File: config.mk
export PLATFORM = sky130hd
export DESIGN_NAME = bus_seq_flat
export DESIGN_NICKNAME = d
export VERILOG_FILES = /design/src/rtl/bus_seq_if.sv /design/src/rtl/bus_seq.sv /design/src/flat_wrapper.sv
export SDC_FILE = /design/constraint.sdc
export NUM_CORES = 1
export LEC_CHECK = 0
export CORE_AREA = 2 2 85 87
export DETAILED_ROUTE_END_ITERATION = 12
export DIE_AREA = 0 0 87 89
export GPL_ROUTABILITY_DRIVEN = 0
export SKIP_LAST_GASP = 1
export SLEW_MARGIN = 10
export SYNTH_ARGS = -nofsm -noshare
export SYNTH_HDL_FRONTEND = slang
export SYNTH_SLANG_ARGS = --single-unit
File: constraint.sdc
create_clock -name clk -period 3.75 [get_ports clk]
set_clock_uncertainty 0.15 [all_clocks]
set_input_delay 0.9375 -clock clk [delete_from_list [all_inputs] [get_ports clk]]
set_output_delay 0.9375 -clock clk [all_outputs]
set_load 0.01 [all_outputs]
File: src/rtl/bus_seq_if.sv
// Handshake and register-file control bundle for bus_seq.
// master = instruction source, slave = the sequencer.
interface bus_seq_if #(
    parameter int IW = 2
);
    localparam int NREG = 2**IW;

    logic            in_valid;
    logic            in_ready;
    logic [7:0]      instr;
    logic [NREG-1:0] rs;
    logic [NREG-1:0] ws;
    logic [NREG-1:0] lrst;
    logic            op_rs;
    logic            op_ws;
    logic [3:0]      imm_out;
    logic            done;
    logic            err;

    modport master (
        output in_valid, instr,
        input  in_ready, rs, ws, lrst,
        input  op_rs, op_ws, imm_out, done, err
    );

    modport slave (
        input  in_valid, instr,
        output in_ready, rs, ws, lrst,
        output op_rs, op_ws, imm_out, done, err
    );
endinterface

File: src/rtl/bus_seq.sv
// Register-transfer sequencer for the shared tristate data bus.
// Expands one latched instruction into registered per-step strobes.
module bus_seq #(
    parameter int IW  = 2,
    parameter int TMP = 2**IW-1
) (
    input logic    clk,
    input logic    grst,
    bus_seq_if.slave bus
);
    localparam int NREG = 2**IW;
    localparam logic [1:0] OP_MOV = 2'b00;
    localparam logic [1:0] OP_LDI = 2'b01;
    localparam logic [1:0] OP_SWP = 2'b10;
    localparam logic [1:0] OP_CLR = 2'b11;
    localparam logic [IW-1:0] TMPI = IW'(TMP);

    typedef enum logic [1:0] {IDLE, T1, T2, T3} state_t;

    state_t state, nxt;
    logic [7:0] ir, nxt_ir;

    logic [1:0]    op;
    logic [IW-1:0] dst, src;
    logic [3:0]    imm;
    logic          same, bad;

    logic [NREG-1:0] rs_d, ws_d, lrst_d;
    logic            op_rs_d, op_ws_d, done_d, err_d;
    logic [3:0]      imm_d;

    logic [NREG-1:0] rs_q, ws_q, lrst_q;
    logic            op_rs_q, op_ws_q, done_q, err_q, rdy_q;
    logic [3:0]      imm_q;

    function automatic logic [NREG-1:0] oh(input logic [IW-1:0] i);
        oh    = '0;
        oh[i] = 1'b1;
    endfunction

    // Outputs are decoded from the instruction that will be held next
    // cycle, so the accept edge already presents T1 strobes.
    always_comb begin
        nxt_ir = ir;
        if (state == IDLE && bus.in_valid)
            nxt_ir = bus.instr;
    end

    assign op   = nxt_ir[7:6];
    assign dst  = IW'(nxt_ir[5:4]);
    assign src  = nxt_ir[IW-1:0];
    assign imm  = nxt_ir[3:0];
    assign same = (dst == src);
    assign bad  = !same && (dst == TMPI || src == TMPI);

    always_comb begin
        nxt     = state;
        rs_d    = '0;
        ws_d    = '0;
        lrst_d  = '0;
        op_rs_d = 1'b0;
        op_ws_d = 1'b0;
        done_d  = 1'b0;
        err_d   = 1'b0;
        imm_d   = 4'd0;

        case (state)
            IDLE: if (bus.in_valid) nxt = T1;
            T1: begin
                if (op == OP_LDI || (op == OP_SWP && !same && !bad))
                    nxt = T2;
                else
                    nxt = IDLE;
            end
            T2:      nxt = (op == OP_SWP) ? T3 : IDLE;
            default: nxt = IDLE;
        endcase

        if (nxt != IDLE) begin
            unique case (1'b1)
                op == OP_MOV: begin
                    done_d = 1'b1;
                    if (!same) begin
                        ws_d = oh(src);
                        rs_d = oh(dst);
                    end
                end
                op == OP_LDI: begin
                    imm_d = imm;
                    if (nxt == T1) begin
                        op_rs_d = 1'b1;
                    end else begin
                        op_ws_d = 1'b1;
                        rs_d    = oh(dst);
                        done_d  = 1'b1;
                    end
                end
                op == OP_CLR: begin
                    lrst_d = oh(dst);
                    done_d = 1'b1;
                end
                op == OP_SWP: begin
                    if (same) begin
                        done_d = 1'b1;
                    end else if (bad) begin
                        err_d = 1'b1;
                    end else begin
                        case (nxt)
                            T1: begin
                                ws_d = oh(dst);
                                rs_d = oh(TMPI);
                            end
                            T2: begin
                                ws_d = oh(src);
                                rs_d = oh(dst);
                            end
                            T3: begin
                                ws_d   = oh(TMPI);
                                rs_d   = oh(src);
                                done_d = 1'b1;
                            end
                            default: ;
                        endcase
                    end
                end
            endcase
        end
    end

    always_ff @(posedge clk or posedge grst) begin
        if (grst) begin
            state <= IDLE;
            ir    <= 8'd0;
        end else begin
            state <= nxt;
            ir    <= nxt_ir;
        end
    end

    always_ff @(posedge clk or posedge grst) begin
        if (grst) begin
            rs_q    <= '0;
            ws_q    <= '0;
            lrst_q  <= '0;
            op_rs_q <= 1'b0;
            op_ws_q <= 1'b0;
            imm_q   <= 4'd0;
            done_q  <= 1'b0;
            err_q   <= 1'b0;
            rdy_q   <= 1'b1;
        end else begin
            rs_q    <= rs_d;
            ws_q    <= ws_d;
            lrst_q  <= lrst_d;
            op_rs_q <= op_rs_d;
            op_ws_q <= op_ws_d;
            imm_q   <= imm_d;
            done_q  <= done_d;
            err_q   <= err_d;
            rdy_q   <= (nxt == IDLE);
        end
    end

    assign bus.rs       = rs_q;
    assign bus.ws       = ws_q;
    assign bus.lrst     = lrst_q;
    assign bus.op_rs    = op_rs_q;
    assign bus.op_ws    = op_ws_q;
    assign bus.imm_out  = imm_q;
    assign bus.done     = done_q;
    assign bus.err      = err_q;
    assign bus.in_ready = rdy_q;
endmodule

File: src/flat_wrapper.sv
// flat-port wrapper written by rule: the top's interface ports become plain ports
module bus_seq_flat 
#(
    parameter int IW  = 2,
    parameter int TMP = 2**IW-1
)
  (clk, grst, bus_in_valid, bus_instr, bus_in_ready, bus_rs, bus_ws, bus_lrst, bus_op_rs, bus_op_ws, bus_imm_out, bus_done, bus_err);
  bus_seq_if #(.IW(IW)) bus_i ();
  input logic clk;
  input logic grst;
  input wire logic [$bits(bus_i.in_valid)-1:0] bus_in_valid;
  input wire logic [$bits(bus_i.instr)-1:0] bus_instr;
  output wire logic [$bits(bus_i.in_ready)-1:0] bus_in_ready;
  output wire logic [$bits(bus_i.rs)-1:0] bus_rs;
  output wire logic [$bits(bus_i.ws)-1:0] bus_ws;
  output wire logic [$bits(bus_i.lrst)-1:0] bus_lrst;
  output wire logic [$bits(bus_i.op_rs)-1:0] bus_op_rs;
  output wire logic [$bits(bus_i.op_ws)-1:0] bus_op_ws;
  output wire logic [$bits(bus_i.imm_out)-1:0] bus_imm_out;
  output wire logic [$bits(bus_i.done)-1:0] bus_done;
  output wire logic [$bits(bus_i.err)-1:0] bus_err;
  assign bus_i.in_valid = bus_in_valid;
  assign bus_i.instr = bus_instr;
  assign bus_in_ready = bus_i.in_ready;
  assign bus_rs = bus_i.rs;
  assign bus_ws = bus_i.ws;
  assign bus_lrst = bus_i.lrst;
  assign bus_op_rs = bus_i.op_rs;
  assign bus_op_ws = bus_i.op_ws;
  assign bus_imm_out = bus_i.imm_out;
  assign bus_done = bus_i.done;
  assign bus_err = bus_i.err;
  bus_seq #(.IW(IW), .TMP(TMP)) u_core (.clk(clk), .grst(grst), .bus(bus_i));
endmodule
==> changes_impl.md, run 1 <==
### Changed

* Ys Warns at 0
* Area reported by Yosys stat at about 1700 µm²
* Cts hold-fix bufs at 0
* Power Clock at between 0.0002 and 0.0003 W
* Setup WS pre-CTS at roughly 75 ps
* Worst-path fanout max at 24
* FP Rows at 30
* Total GRT Usage at 0.107
* # IOs at 32
* #MultiIn Comb at 123
* Layout Cells excl Fill at 280
* CTS tree: yes
* Routed via count at approximately 1300
* P per Cell Area at 726 nW/µm²
* Cell Chain, Critical Path: clkdlybuf4s50_1 > nor3b_4 > buf_4 > nand2_1 > nand2_1 > ha_1 > nand3b_1 > or4_1 > a211oi_1
* Clk slew on worst S/H paths at about 70 ps
* Area leader, netlist: dfrtp_1
* Final Cell Area at 2130 µm²
* Mapped cell area at between 1500 and 2000 µm²
* FFs & Latches at 31
* Final WS setup at approximately 350 ps
* Hold Path Class: reg2reg
* Top cells by area: dfrtp_1 45%, nand2_1 6.8%, ha_1 3.8%
* Total power at 0.00154 W
* Count of library flops with an enable pin at 0
* Diodes inserted at 0
* Worst setup path category: in2reg
* Ratio of cells with drive above 1 in the final layout at 0.120
* Final Core Density at 0.317
* P_seq at approximately 0.00053 W
* Nonclk buf count at 35
* Commonest flop: dfrtp_1
* Synth Register Bits at 31
* PortBufs at 31
* Top cells by count, synth: 30 x dfrtp_1, 30 x nand2_1, 7 x a21oi_1, 7 x nand3_1, 7 x nor2_1
* Reg area at about 780 µm²
* Clock buffers at 6
* Die Width at roughly 87 µm
* Most common cell on crit path: nand2_1
* Internal at 0.000894 W
* Drt drc at 0
* Max-area cell share at 0.454
* Syn_area_per_cell at roughly 10 µm²
* Delay of the slowest critical-path stage at 530 ps
* Tool warnings at 30
* Clock-cell share at 0.0400
* Required time of the critical path at 3790 ps
* Family with the most delay on the worst path: simple AND/OR/NAND/NOR gates
* Switching share of total power at 0.421
* Worst-Margin Slew at roughly 530 ps
* Yosys cell count at around 170
* Top Consumer: combinational logic
* Fin. Hold Viols at 0
* Comb power at 0.000767 W
* Die Ht at roughly 89 µm
* Reg power frac at 0.340
* Drt total wl at around 3.9 mm
* CTS root buffer: clkbuf_8
* Final nets at between 200 and 250
* CP Depth at 9
* Non-clock buffers, area share at 0.160
* Vias per cell at about 4.7
* Vias in the first global route at 1255
* Initial antenna violation count at 0
* Layout area overhead at 28.6%
* Cell variety after synth at about 48
* Post-CTS Setup Bufs at 0
* Seq share, synth at 0.470
* Floorplan Nets at around 180
* Slowest stage cell, crit path: or4_1
* HPWL after DPL at 2.93 mm
* Max-cap violation count at 0
* Status: completed
* RSZ-0062 raised after global routing: no
* Largest net degree at the start of global routing at 25
* Arrival time worst endpoint at ~3400 ps
* # clock sinks at 31
* CP endpoint kind: register
* Reg2reg path depth at 8
* NetSw at 0.000650 W
* Clock period minus worst slack at around 3400 ps
* Relative slew slack at 0.646
* Peak supply drop at 0.275 mV
* Antenna viol nets, final at 0
* First-pass GRT wire length at approximately 6.3 mm
* Combinational share of power at 0.496
* Placed cell count at around 270
* Wire length per cell at roughly 14 µm
* Die Area at 7740 µm²
* Starting DRT DRC Count at 122
* Setup TNS at 0 ps
* Overflow after GRT at 0
* Logic share of the area at 0.382
* Leading cell kind: logic gates
* Final setup vio count at 0
* Leak Pwr at between 0.9 and 1 nW
* Fraction of registers with async set/reset at 1.00
* Clock Tree Buf Depth at 2
* Pre-Repair DR Iteration Count at 4
* CTS resizes at 0
* Min Hold Slack at between 300 and 400 ps
* Tap Cells at approximately 80
* CTS buffer count at 5
* H-tree levels at 2
* Buf+Inv Stages, Crit Path at 2
* Fmax at just under 300 MHz
* Floorplan utilization at 0.246
* Cell count after synthesis at ~170
* Worst Setup Start Kind: input port
* Max Slew Vio Count at 0
* Final worst-path cycle share at 0.906
* Area of the multi-input gates at around 810 µm²
* Worst hold path depth at 2
* Signal inverters at 3
* Placed cell areas at slightly above 2000 µm²
[run 1: kinds of logic (layout without fill, tap and decap cells)]
logic type	count (synthesis)	in the layout	share of synthesized area
and+or+nand+nor	78	78	0.268
muxes	4	4	0.0340
DFF	31	31	0.470
adders and majority gates	5	5	0.0378
AOI/OAI and AO/OA	28	28	0.110
xor gates and xnor gates	8	8	0.0424
buffers and inverters	11	46	0.0386
[run 1: layout by cell type (no fill, tap or decap), drive strengths merged, types with 2 or more instances in the layout]
cell / instances
o211ai: 3
xor2: 5
xnor2: 3
dfrtp: 30
nand3b: 4
nor3: 2
a21oi: 7
nor2: 9
nand3: 8
ha: 5
a32oi: 2
a211oi: 2
and3: 4
nand2b: 4
nor3b: 3
buf: 4
clkdlybuf4s50: 31
nand2: 31
inv: 3
o21ai: 8
clkbuf: 6
mux2: 3
nor2b: 5
[run 1: sequential cells by signal (all words and copies together) (netlist names)]
name                 flops
u_core.bus.imm_out       4
u_core.state             2
u_core.bus.lrst          4
u_core.bus.op_ws         1
u_core.bus.in_ready      1
u_core.bus.op_rs         1
u_core.ir                8
u_core.bus.done          1
u_core.bus.ws            4
u_core.bus.err           1
u_core.bus.rs            4
[run 1: worst paths after layout]
kind                       slack [ps]                to             from
max                               350  u_core.bus.rs[0]     bus_in_valid
min                               320      u_core.ir[2]     u_core.ir[2]
max reg2reg                      1030  u_core.bus.rs[0]  u_core.state[0]
min reg2reg                       320      u_core.ir[2]     u_core.ir[2]
max in group asynchronous        1980      u_core.ir[6]             grst
min in group asynchronous         850  u_core.bus.rs[3]             grst
[run 1: layer usage]
metal / share of wire / global-route usage
met2: 0.46 / 0.167
met3: 0.061 / 0.0323
met4: 0.011 / 0.0298
met1: 0.46 / 0.144
met5: 0 / 0
Fig. 1: run 1, I/O nets highlighted
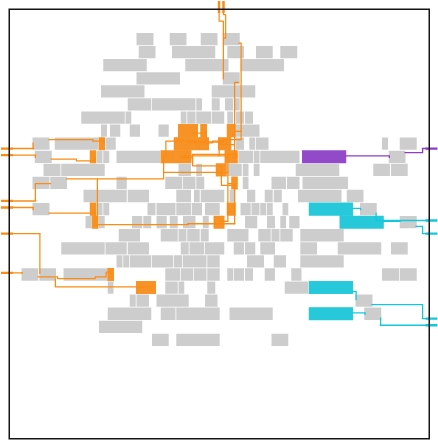
Key: purple = `bus_err` [direction output, end cells 1, buffers 1, wire 14.9 µm]; orange = `bus_instr` [direction input, end cells 20, buffers 8, wire 359 µm]; cyan = `bus_lrst` [direction output, end cells 4, buffers 4, wire 53.0 µm]

Fig. 2: run 1, clock distribution
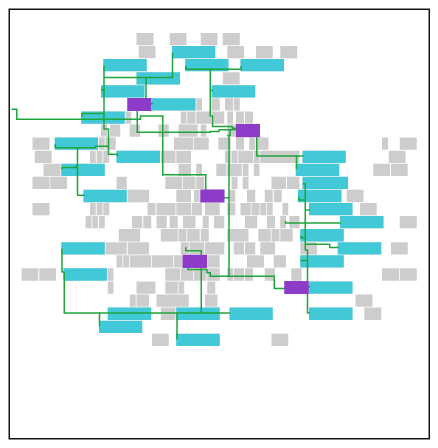
Key: purple = clock drivers [count 5]; green = clock wires [length 412 µm]; cyan = flip-flops [count 31]
There are 6 routed clock nets.
Worst-Skew Late Latency: 290 ps
Clk pwr share: 0.163

Fig. 3: run 1, placed standard cells
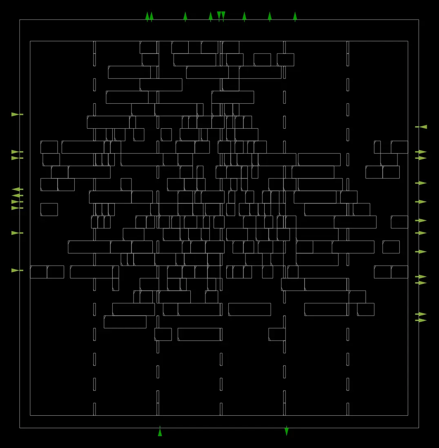
fill count: 671
Seq area share: 0.365
core area: 6720 µm²

==> run 2: changes to the inputs <==
- DONT_BUFFER_PORTS: default -> 1
Fig. 4: run 2, clock distribution
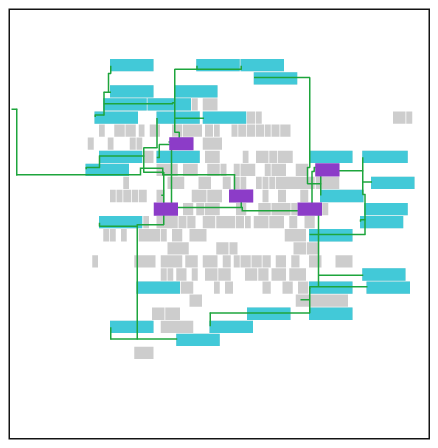
Key: green = clock wires [length 457 µm]; cyan = flip-flops [count 31]; purple = clock drivers [count 5]
There are 6 routed clock nets.
Clk pwr share: 0.220
Worst-Skew Late Latency: 280 ps
Power Clock: 0.000339 W

==> run 2 against run 1 <==
  * Utilization is 4.1 points lower
  * Combinational power shrank 17%
  * Final cell count is 11% lower
  * Sequential share of layout area up 5.5 points
  * Global-route usage increased by 0.73 points
  * Register-to-register slack got worse by 40 ps
  * Count of clock-buffer cells in the layout is the same
  * Critical path depth decreased by 1
  * Hold slack gained 2.7 ps
==> changes_impl.md, run 2 <==
### Changed

* Status: completed
* PortBufs at 0
* Ratio of cells with drive above 1 in the final layout at 0.148
* Total GRT Usage at 0.114
* Placed cell areas at ~1700 µm²
* Worst Setup Start Kind: input port
* Yosys cell count at ~170
* Starting DRT DRC Count at 185
* Max-area cell share at 0.454
* Top cells by area: dfrtp_1 45%, nand2_1 6.8%, ha_1 3.8%
* Tool warnings at 30
* Setup TNS at 0 ps
* Core area at between 6000 and 7000 µm²
* Fill count at a little under 700
* Initial antenna violation count at 0
* P per Cell Area at 831 nW/µm²
* Vias in the first global route at about 1300
* FP Rows at 30
* Largest net degree at the start of global routing at 32
* Clock period minus worst slack at a little under 3000 ps
* Layout Cells excl Fill at 249
* Largest register FFs at 8
* Worst-path fanout max at 24
* CTS root buffer: clkbuf_8
* Min Hold Slack at 322 ps
* Mapped cell area at roughly 1700 µm²
* Required time of the critical path at around 3800 ps
* Die Area at 7740 µm²
* Diodes inserted at 0
* Fmax at approximately 340 MHz
* First-pass GRT wire length at about 6.7 mm
* Top cells by count, synth: 30 x dfrtp_1, 30 x nand2_1, 7 x a21oi_1, 7 x nand3_1, 7 x nor2_1
* Relative slew slack at 0.723
* Area reported by Yosys stat at 1650 µm²
* CTS tree: yes
* Final Cell Area at ~1800 µm²
* Post-CTS Setup Bufs at 0
* Commonest flop: dfrtp_1
* Peak supply drop at roughly 0.22 mV
* Area leader, netlist: dfrtp_1
* Die Ht at about 90 µm
* Ys Warns at 0
* Arrival time worst endpoint at 2930 ps
* Floorplan utilization at 0.246
* Cts hold-fix bufs at 0
* Total power at about 0.0015 W
* Worst-Margin Slew at slightly above 400 ps
* Final setup vio count at 0
* Placed cell count at between 200 and 250
* Final nets at 184
* Antenna viol nets, final at 0
* Max-cap violation count at 0
* Floorplan Nets at ~180
* CP endpoint kind: register
* Routed via count at ~1200
* Most instantiated logic cells after routing: 30 x nand2_1, 30 x dfrtp_1, 7 x a21oi_1, 7 x nor2_1, 7 x nand3_1
* Leak Pwr at ~0.83 nW
* Syn_area_per_cell at 10.0 µm²
* # clock sinks at 31
* Final WS setup at ~850 ps
* Clk slew on worst S/H paths at ~60 ps
* Wire length per cell at approximately 17 µm
* Hold Path Class: reg2reg
* Die Width at 87 µm
* Drt total wl at approximately 4.1 mm
* Count of library flops with an enable pin at 0
* Overflow after GRT at 0
* Final worst-path cycle share at 0.774
* Seq share, synth at 0.470
* Pre-Repair DR Iteration Count at 4
* Drt drc at 0
* Max Slew Vio Count at 0
* CTS resizes at 0
* Cell variety after synth at between 40 and 50
* Fraction of registers with async set/reset at 1.00
* HPWL after DPL at 3.04 mm
* Flop2flop setup slack at 990 ps
* RSZ-0062 raised after global routing: no
* Fin. Hold Viols at 0
* CTS buffer count at 5
* Final Core Density at 0.275
* Vias per cell at 4.96
* Worst setup path category: in2reg
* Layout area overhead at 11.8%
* # IOs at 32
* Synth Register Bits at 31
* Clock Tree Buf Depth at 2
-- run 2: cell counts after synthesis --
No cell type changed its count.
-- run 2: final timing paths --
kind	from	to	cells after the start
setup / recovery	bus_in_valid	u_core.bus.rs[0]	8
min in group asynchronous	grst	u_core.bus.err	2
hold reg to reg	u_core.ir[3]	u_core.ir[3]	2
setup reg to reg	u_core.state[0]	u_core.bus.rs[0]	8
max in group asynchronous	grst	u_core.bus.in_ready	2
hold / removal	u_core.ir[3]	u_core.ir[3]	2
-- run 2: cells by family after synthesis --
family,Yosys count,share of synthesized area
AOI/OAI and AO/OA,28,0.110
DFF,31,0.470
and+or+nand+nor,78,0.268
xor gates and xnor gates,8,0.0424
muxes,4,0.0340
adders and majority gates,5,0.0378
buffers and inverters,11,0.0386
-- run 2: report_power, final --
group | internal (W) | switching (W)
combinational | 0.000245 | 0.000391
sequential | 0.000434 | 0.000127
clock | 0.000215 | 0.000124
total | 0.000894 | 0.000643
-- run 2: layout make-up --
class / count / area (µm²) / share of cell area
multi-input combinational: 123 / 813 / 0.440
sequential: 31 / 777 / 0.420
tap: 80 / 100 / 0.0541
clock inverter: 2 / 35.0 / 0.0189
clock buffer: 6 / 82.6 / 0.0447
inverter: 3 / 11.3 / 0.00609
timing repair buffer: 4 / 30.0 / 0.0162
-- run 2: critical path: stages --
cell,delay (ps)
nor3b_4,170
buf_4,290
nand2_1,100
nand2_1,160
ha_1,270
nand3b_1,250
or4_1,520
a211oi_1,220
-- run 2: per-layer routing --
layer	track usage	share of wire	wire length, µm	up-vias
met5	0	0	0	-
met1	0.141	0.42	1750	605
li1	-	-	-	574
met3	0.0563	0.096	395	8
met4	0.0426	0.013	53	0
met2	0.172	0.47	1930	47
==> run 3: changes to the inputs <==
- clock period: 3.75 -> 2.81 ns (I/O delays scaled with it)
Fig. 5: run 3, pin placement
Pins as bars across the die edge, other pins in grey.
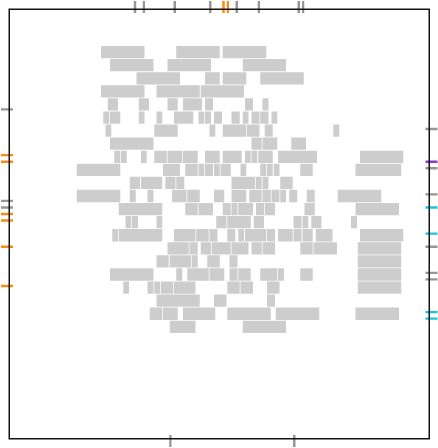
Key: purple = `bus_err` [pins 1, direction output, edge right]; orange = `bus_instr` [pins 8, direction input, edge 6 left, 2 top]; cyan = `bus_lrst` [pins 4, direction output, edge right]

==> run 3 against run 2 <==
  * Count of clock-buffer cells in the layout increased by 1
  * Register-to-register slack got worse by 750 ps
  * Critical path depth unchanged
  * Area after synthesis unchanged
  * Final cell count increased by 1.2%
==> changes_impl.md, run 3 <==
### Changed

* Met2 Wirelength at approximately 1.8 mm
* FP Rows at 30
* Final worst-path cycle share at 0.915
* Required time of the critical path at approximately 2800 ps
* Fill count at roughly 700
* Final setup vio count at 0
* Final Cell Area at approximately 1800 µm²
* Arrival time worst endpoint at 2610 ps
* Worst-Skew Late Latency at roughly 280 ps
* Family with the most delay on the worst path: simple AND/OR/NAND/NOR gates
* PortBufs at 0
* Worst-Margin Slew at approximately 590 ps
* CP endpoint kind: register
* Cts hold-fix bufs at 0
* Tool warnings at 30
* Max Slew Vio Count at 0
* Largest register FFs at 8
* Initial antenna violation count at 0
* CP Depth at 8
* Total GRT Usage at 0.116
* M1 WL at approximately 1.7 mm
* Synth Register Bits at 31
* Routed via count at ~1200
* Most instantiated logic cells after routing: 30 x nand2_1, 30 x dfrtp_1
* Die Width at 87 µm
* Fraction of registers with async set/reset at 1.00
* Setup TNS at 0 ps
* Floorplan utilization at 0.246
* Setup WS pre-CTS at roughly 46 ps
* Layout area overhead at 11.8%
* Mapped cell area at 1650 µm²
* Final WS setup at about 240 ps
* Seq share, synth at 0.470
* Largest Register: u_core.ir
* Drt total wl at a little over 4 mm
* Clock Tree Buf Depth at 2
* Final Core Density at 0.275
* Clock period minus worst slack at approximately 2600 ps
* CTS root buffer: clkbuf_8
* Vias per cell at roughly 4.9
* Cell count after synthesis at roughly 170
* First-pass GRT wire length at ~6.8 mm
* Fmax at roughly 400 MHz
* Fin. Hold Viols at 0
* Area reported by Yosys stat at ~1700 µm²
* Pre-Repair DR Iteration Count at 4
* Max-area cell share at 0.454
* Delay of the slowest critical-path stage at 530 ps
* Yosys cell count at around 170
* Largest net degree at the start of global routing at 25
* Top cells by count, synth: 30 x dfrtp_1, 30 x nand2_1, 7 x a21oi_1, 7 x nand3_1, 7 x nor2_1
* Wire length per cell at roughly 16 µm
* Highest metal used: met4
* Ratio of cells with drive above 1 in the final layout at 0.157
* Floorplan Nets at approximately 180
* Placed cell count at about 240
* Slowest stage cell, crit path: or4_1
* Hold Path Class: in2async
* Commonest flop: dfrtp_1
* Area leader, netlist: dfrtp_1
* CTS resizes at 0
* Worst Setup Start Kind: register
* Status: completed
* WL met3 at around 420 µm
* Diodes inserted at 0
* Worst reg2reg path startpoint: u_core.state[0]
* Buf+Inv Stages, Crit Path at 1
* Ys Warns at 0
* Placed cell areas at about 1800 µm²
* # IOs at 32
* Peak supply drop at 0.252 mV
* Core area at about 6700 µm²
* Worst setup path category: reg2reg
* Max-cap violation count at 0
* Final nets at around 190
==> run 3: cell counts after synthesis <==
No cell type changed its count.
==> run 3: path summary, 6_finish.rpt <==
check	end	slack [ps]
setup reg to reg	u_core.bus.rs[0]	240
setup / recovery	u_core.bus.rs[0]	240
max in group asynchronous	u_core.bus.in_ready	1590
hold / removal	u_core.bus.ws[2]	210
min in group clk	u_core.ir[3]	320
hold reg to reg	u_core.ir[3]	320
==> run 3: power by group <==
part           internal, W  total (W)  leakage [nW]  switching, W
Clock             0.000197   0.000364        0.0482      0.000167
Combinational     0.000360   0.000882         0.374      0.000522
Sequential        0.000579   0.000745         0.409      0.000166
Total              0.00114    0.00199         0.831      0.000855
==> run 3: layer usage <==
layer,GRT usage,vias to the layer above
met1,0.141,602
met3,0.0572,6
met2,0.183,51
li1,-,582
met4,0.0313,0
met5,0,-
==> run 3: cells by family after synthesis <==
group,after synthesis,synth area share
and+or+nand+nor,78,0.268
DFF,31,0.470
buffers and inverters,11,0.0386
adders and majority gates,5,0.0378
AOI/OAI and AO/OA,28,0.110
muxes,4,0.0340
xor gates and xnor gates,8,0.0424
==> run 3: layout make-up <==
type                            instances  area, µm²  share of cell area
Sequential cell                        31        777               0.420
Clock inverter                          1       5.00             0.00271
Multi-Input combinational cell        123        817               0.442
Timing Repair Buffer                    7       52.6              0.0284
Clock buffer                            7       86.3              0.0467
Tap cell                               80        100              0.0541
Inverter                                3       11.3             0.00609
==> run 3: worst register-to-register path, delay by kind of cell (launching register included) <==
family / cells / cell delay [ps]
and+or+nand+nor: 5 / 1150
DFF: 1 / 460
buffers and inverters: 1 / 300
AOI/OAI and AO/OA: 1 / 230
adders and majority gates: 1 / 190
No activity file was given, so power comes from the tool's default toggle rates.
